`src/rtl/mem_arbiter.sv`:
```
// mem_arbiter: shares one single-port memory between the fetch port and the
// data port. Data has default priority; a starvation counter forces a fetch
// grant after MAX_IF_WAIT consecutive lost conflicts, and accesses the memory
// never answers are aborted after MEM_TIMEOUT cycles with err_o.
// Optional feature macro: MEM_ARBITER_PERF_EN (adds grant/conflict counters).
module mem_arbiter #(
  parameter int unsigned MAX_IF_WAIT = 3,
  parameter int unsigned MEM_TIMEOUT = 255
) (
  input  logic        clk,
  input  logic        rst_n,
  input  logic        if_req_i,
  input  logic [31:0] if_addr_i,
  output logic        if_ack_o,
  output logic [31:0] if_rdata_o,
  input  logic        d_req_i,
  input  logic        d_we_i,
  input  logic [31:0] d_addr_i,
  input  logic [31:0] d_wdata_i,
  input  logic [3:0]  d_be_i,
  output logic        d_ack_o,
  output logic [31:0] d_rdata_o,
  output logic        err_o,
  output logic        m_req_o,
  output logic        m_we_o,
  output logic [31:0] m_addr_o,
  output logic [31:0] m_wdata_o,
  output logic [3:0]  m_be_o,
  input  logic        m_ready_i,
  input  logic [31:0] m_rdata_i
`ifdef MEM_ARBITER_PERF_EN
  ,
  output logic [31:0] perf_if_grants_o,
  output logic [31:0] perf_d_grants_o,
  output logic [31:0] perf_conflict_o
`endif
);

  localparam int unsigned WAIT_W = 4;
  localparam int unsigned TO_W   = 10;
  localparam int unsigned DW     = 32;
  localparam int unsigned BEW    = 4;

  typedef enum logic [1:0] {
    S_IDLE   = 2'd0,
    S_ACCESS = 2'd1,
    S_RESP   = 2'd2
  } state_t;

  state_t            state_q, state_d;
  logic [WAIT_W-1:0] wait_q, wait_d;
  logic [TO_W-1:0]   to_q, to_d;
  logic              own_d_q, own_d_d;   // 1: data port owns the access

  logic              m_req_d, m_we_d;
  logic [DW-1:0]     m_addr_d, m_wdata_d;
  logic [BEW-1:0]    m_be_d;
  logic              if_ack_d, d_ack_d, err_d;
  logic [DW-1:0]     if_rdata_d, d_rdata_d;

  logic              grant_if_c, grant_d_c, conflict_c;

  // State register
  always_ff @(posedge clk or negedge rst_n) begin
    if (!rst_n) state_q <= S_IDLE;
    else        state_q <= state_d;
  end

  // Arbitration, access tracking and next values of every registered output
  always_comb begin
    state_d    = state_q;
    wait_d     = wait_q;
    to_d       = to_q;
    own_d_d    = own_d_q;
    m_req_d    = m_req_o;
    m_we_d     = m_we_o;
    m_addr_d   = m_addr_o;
    m_wdata_d  = m_wdata_o;
    m_be_d     = m_be_o;
    if_ack_d   = 1'b0;
    d_ack_d    = 1'b0;
    err_d      = 1'b0;
    if_rdata_d = if_rdata_o;
    d_rdata_d  = d_rdata_o;
    grant_if_c = 1'b0;
    grant_d_c  = 1'b0;
    conflict_c = 1'b0;

    unique case (state_q)
      S_IDLE: begin
        conflict_c = if_req_i && d_req_i;
        if (if_req_i && (!d_req_i || (wait_q == WAIT_W'(MAX_IF_WAIT)))) begin
          grant_if_c = 1'b1;
        end else if (d_req_i) begin
          grant_d_c = 1'b1;
        end

        if (grant_if_c) begin
          own_d_d   = 1'b0;
          m_we_d    = 1'b0;
          m_addr_d  = if_addr_i;
          m_wdata_d = '0;
          m_be_d    = 4'hF;
          wait_d    = '0;
        end else if (grant_d_c) begin
          own_d_d   = 1'b1;
          m_we_d    = d_we_i;
          m_addr_d  = d_addr_i;
          m_wdata_d = d_wdata_i;
          m_be_d    = d_be_i;
          if (conflict_c) wait_d = wait_q + WAIT_W'(1);
        end

        if (grant_if_c || grant_d_c) begin
          m_req_d = 1'b1;
          to_d    = '0;
          state_d = S_ACCESS;
        end
      end

      S_ACCESS: begin
        if (m_ready_i) begin
          m_req_d = 1'b0;
          if (!m_we_o) begin
            if (own_d_q) d_rdata_d  = m_rdata_i;
            else         if_rdata_d = m_rdata_i;
          end
          if_ack_d = !own_d_q;
          d_ack_d  = own_d_q;
          state_d  = S_RESP;
        end else if (to_q == TO_W'(MEM_TIMEOUT - 1)) begin
          m_req_d  = 1'b0;
          err_d    = 1'b1;
          if_ack_d = !own_d_q;
          d_ack_d  = own_d_q;
          state_d  = S_RESP;
        end else begin
          to_d = to_q + TO_W'(1);
        end
      end

      S_RESP: begin
        state_d = S_IDLE;
      end

      default: begin
        state_d = S_IDLE;
      end
    endcase
  end

  // Datapath and output registers
  always_ff @(posedge clk or negedge rst_n) begin
    if (!rst_n) begin
      wait_q     <= '0;
      to_q       <= '0;
      own_d_q    <= 1'b0;
      m_req_o    <= 1'b0;
      m_we_o     <= 1'b0;
      m_addr_o   <= '0;
      m_wdata_o  <= '0;
      m_be_o     <= '0;
      if_ack_o   <= 1'b0;
      d_ack_o    <= 1'b0;
      err_o      <= 1'b0;
      if_rdata_o <= '0;
      d_rdata_o  <= '0;
    end else begin
      wait_q     <= wait_d;
      to_q       <= to_d;
      own_d_q    <= own_d_d;
      m_req_o    <= m_req_d;
      m_we_o     <= m_we_d;
      m_addr_o   <= m_addr_d;
      m_wdata_o  <= m_wdata_d;
      m_be_o     <= m_be_d;
      if_ack_o   <= if_ack_d;
      d_ack_o    <= d_ack_d;
      err_o      <= err_d;
      if_rdata_o <= if_rdata_d;
      d_rdata_o  <= d_rdata_d;
    end
  end

`ifdef MEM_ARBITER_PERF_EN
  // Free-running grant and conflict counters, wrapping at 2^32
  always_ff @(posedge clk or negedge rst_n) begin
    if (!rst_n) begin
      perf_if_grants_o <= '0;
      perf_d_grants_o  <= '0;
      perf_conflict_o  <= '0;
    end else begin
      if (grant_if_c) perf_if_grants_o <= perf_if_grants_o + 32'd1;
      if (grant_d_c)  perf_d_grants_o  <= perf_d_grants_o + 32'd1;
      if (conflict_c) perf_conflict_o  <= perf_conflict_o + 32'd1;
    end
  end
`endif

endmodule

```
`config.mk`:
```
export PLATFORM = sky130hd
export DESIGN_NAME = mem_arbiter
export DESIGN_NICKNAME = d
export VERILOG_FILES = /design/src/rtl/mem_arbiter.sv
export SDC_FILE = /design/constraint.sdc
export NUM_CORES = 1
export LEC_CHECK = 0
export ABC_AREA = 1
export CORE_MARGIN = 1
export CORE_UTILIZATION = 39
export DETAILED_ROUTE_END_ITERATION = 12
export PLACE_DENSITY = 0.76
export SLEW_MARGIN = 0
export SYNTH_ARGS = -nofsm -noshare
export SYNTH_HDL_FRONTEND = slang
export SYNTH_SLANG_ARGS = --single-unit
```
`constraint.sdc`:
```
create_clock -name clk -period 1.5 [get_ports clk]
set_input_delay 0.45 -clock clk [delete_from_list [all_inputs] [get_ports clk]]
set_output_delay 0.45 -clock clk [all_outputs]
set_load 0.01 [all_outputs]
```
==> impl_metrics.py <==
# Auto-generated metrics
metrics = {
    "pwr": {
        "seq-power_uw": 6960,
        "vdd_drop_max_mv": 0.9213,
        "switching_share_pct": 37.31,
        "comb_power_share_pct": 42.9,
        "internal_power_uw": 12460,
        "net-switching-power_uw": 7413,
        "p_comb_uw": 8510,
    },
    "yosys": {
        "fa_ha_area_share_pct": 0.5724,
        "yosys.area_share.simple_pct": 20.74,
        "ys_cells": 727,
        "synth.cellmix.xorXnorShare_pct": 0.1336,
        "synthTopCellsByCount": "154 x dfrtp_1, 150 x nand2_1, 88 x nand3_1, 81 x nor2_1, 73 x a21oi_1",
        "ys_types": 23,
        "ys_seq_share_pct": 58.77,
        "yosys_area_mm2": 0.006558,
        "yosysWarnings": 0,
        "synth-edff-count": 0,
    },
    "die": {
        "initCoreUtil_pct": 39.68,
        "taps": 220,
    },
    "layout": {
        "num-nonclk-buffers": 340,
        "seq_area_share_pct": 37.67,
        "final_util_pct": 61.91,
        "comb_area_mm2": 0.002355,
        "fillCellCount": 1414,
    },
    "final_timing": {
        "fin_crit_sh_pct": 99.57,
        "setup_violations": 0,
        "rsz0062_at_grt": "yes",
    },
    "setup_path": {
        "reg2reg_to": "d_rdata_o[29]",
        "cp.depth": 1,
        "cpPeakStageDelay_ps": 390,
        "startpoint": "m_addr_o[5]",
        "r2r_slack_ps": 70,
        "crit_family": "flip-flops",
    },
    "routing": {
        "drc": 0,
        "drtIter0Drc": 316,
        "ant_nets": 0,
        "via_per_inst": 4.864,
    },
    "min_path": {
        "hold_depth": 1,
    },
    "clocking": {
        "cts_resized": 419,
        "cts_tree": "yes",
        "root_buffer": "clkbuf_16",
        "htree_num_levels": 4,
    },
    "global_routing": {
        "gr-usage-all-layers_pct": 22.79,
        "grt_first_pass_wirelength_um": 31290,
    },
    "outcome": {
        "status": "finished clean",
    },
    "run": {
        "warnings": 28,
    },
}
[run 1: worst reg2reg max path, stage by stage, from the launching register on]
cell and delay, ps:
dfrtp_1 370, buf_4 150, nor4_4 320, buf_12 190
buf_12 160, nor2_1 60, a21oi_2 100
[run 1: per-layer routing]
layer	routed length, um	global-route usage [%]	vias to the layer above
met5	0	0	-
met4	363	9.561	0
met3	1591	7.215	26
met2	9789	36.65	228
met1	8625	28.25	2945
li1	-	-	3003
[run 1: stage by stage]
| step | setup slack, ps | power [uW] |
|---|---|---|
| global placement | -390.1 | 16090 |
| global route | -44.39 | 21200 |
| floorplan | 7.276 | 11030 |
| detailed placement | -430.2 | 16300 |
| CTS | 0.04474 | 19850 |
| finish | 6.403 | 19870 |
**Run 1: clock nets**

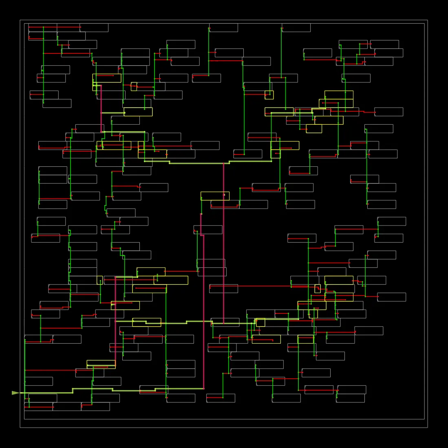
Clock Skew: 9.982 ps
P_clk: 4390 uW
CTS sink count: 154

**Run 1: logic cells by family**

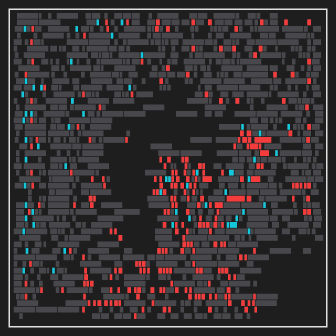
Cyan stands for inv cells, cells 55, most used inv_1. Red stands for nand cells, cells 241, most used nand2_1.
Comb area share: 23.02%
Commonest Layout Cell: dfrtp_1
post-route non-filler standard cell count: 1275

**Run 1: the metal 1 layer**

Supply wires on this layer in grey.
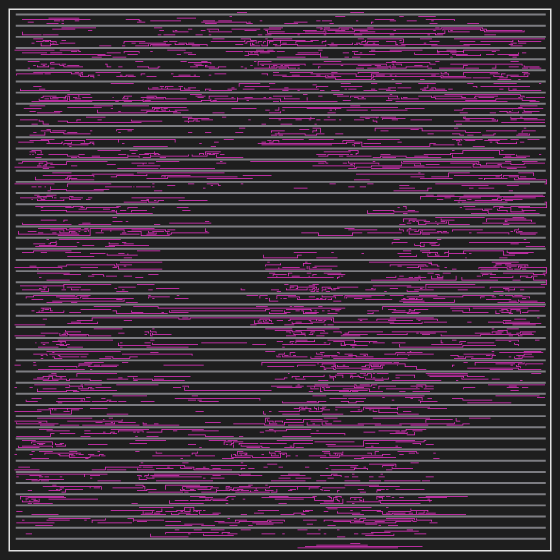
1025 nets have wire on it. The layer holds 42% of the routed length. The longest straight run is 45.5 um. The wires run mostly horizontal.
met1 Usage GRT: 28.25%
total number of vias: 6202
routed wire length: 20370 um

Power is estimated from default activity; no workload was simulated.
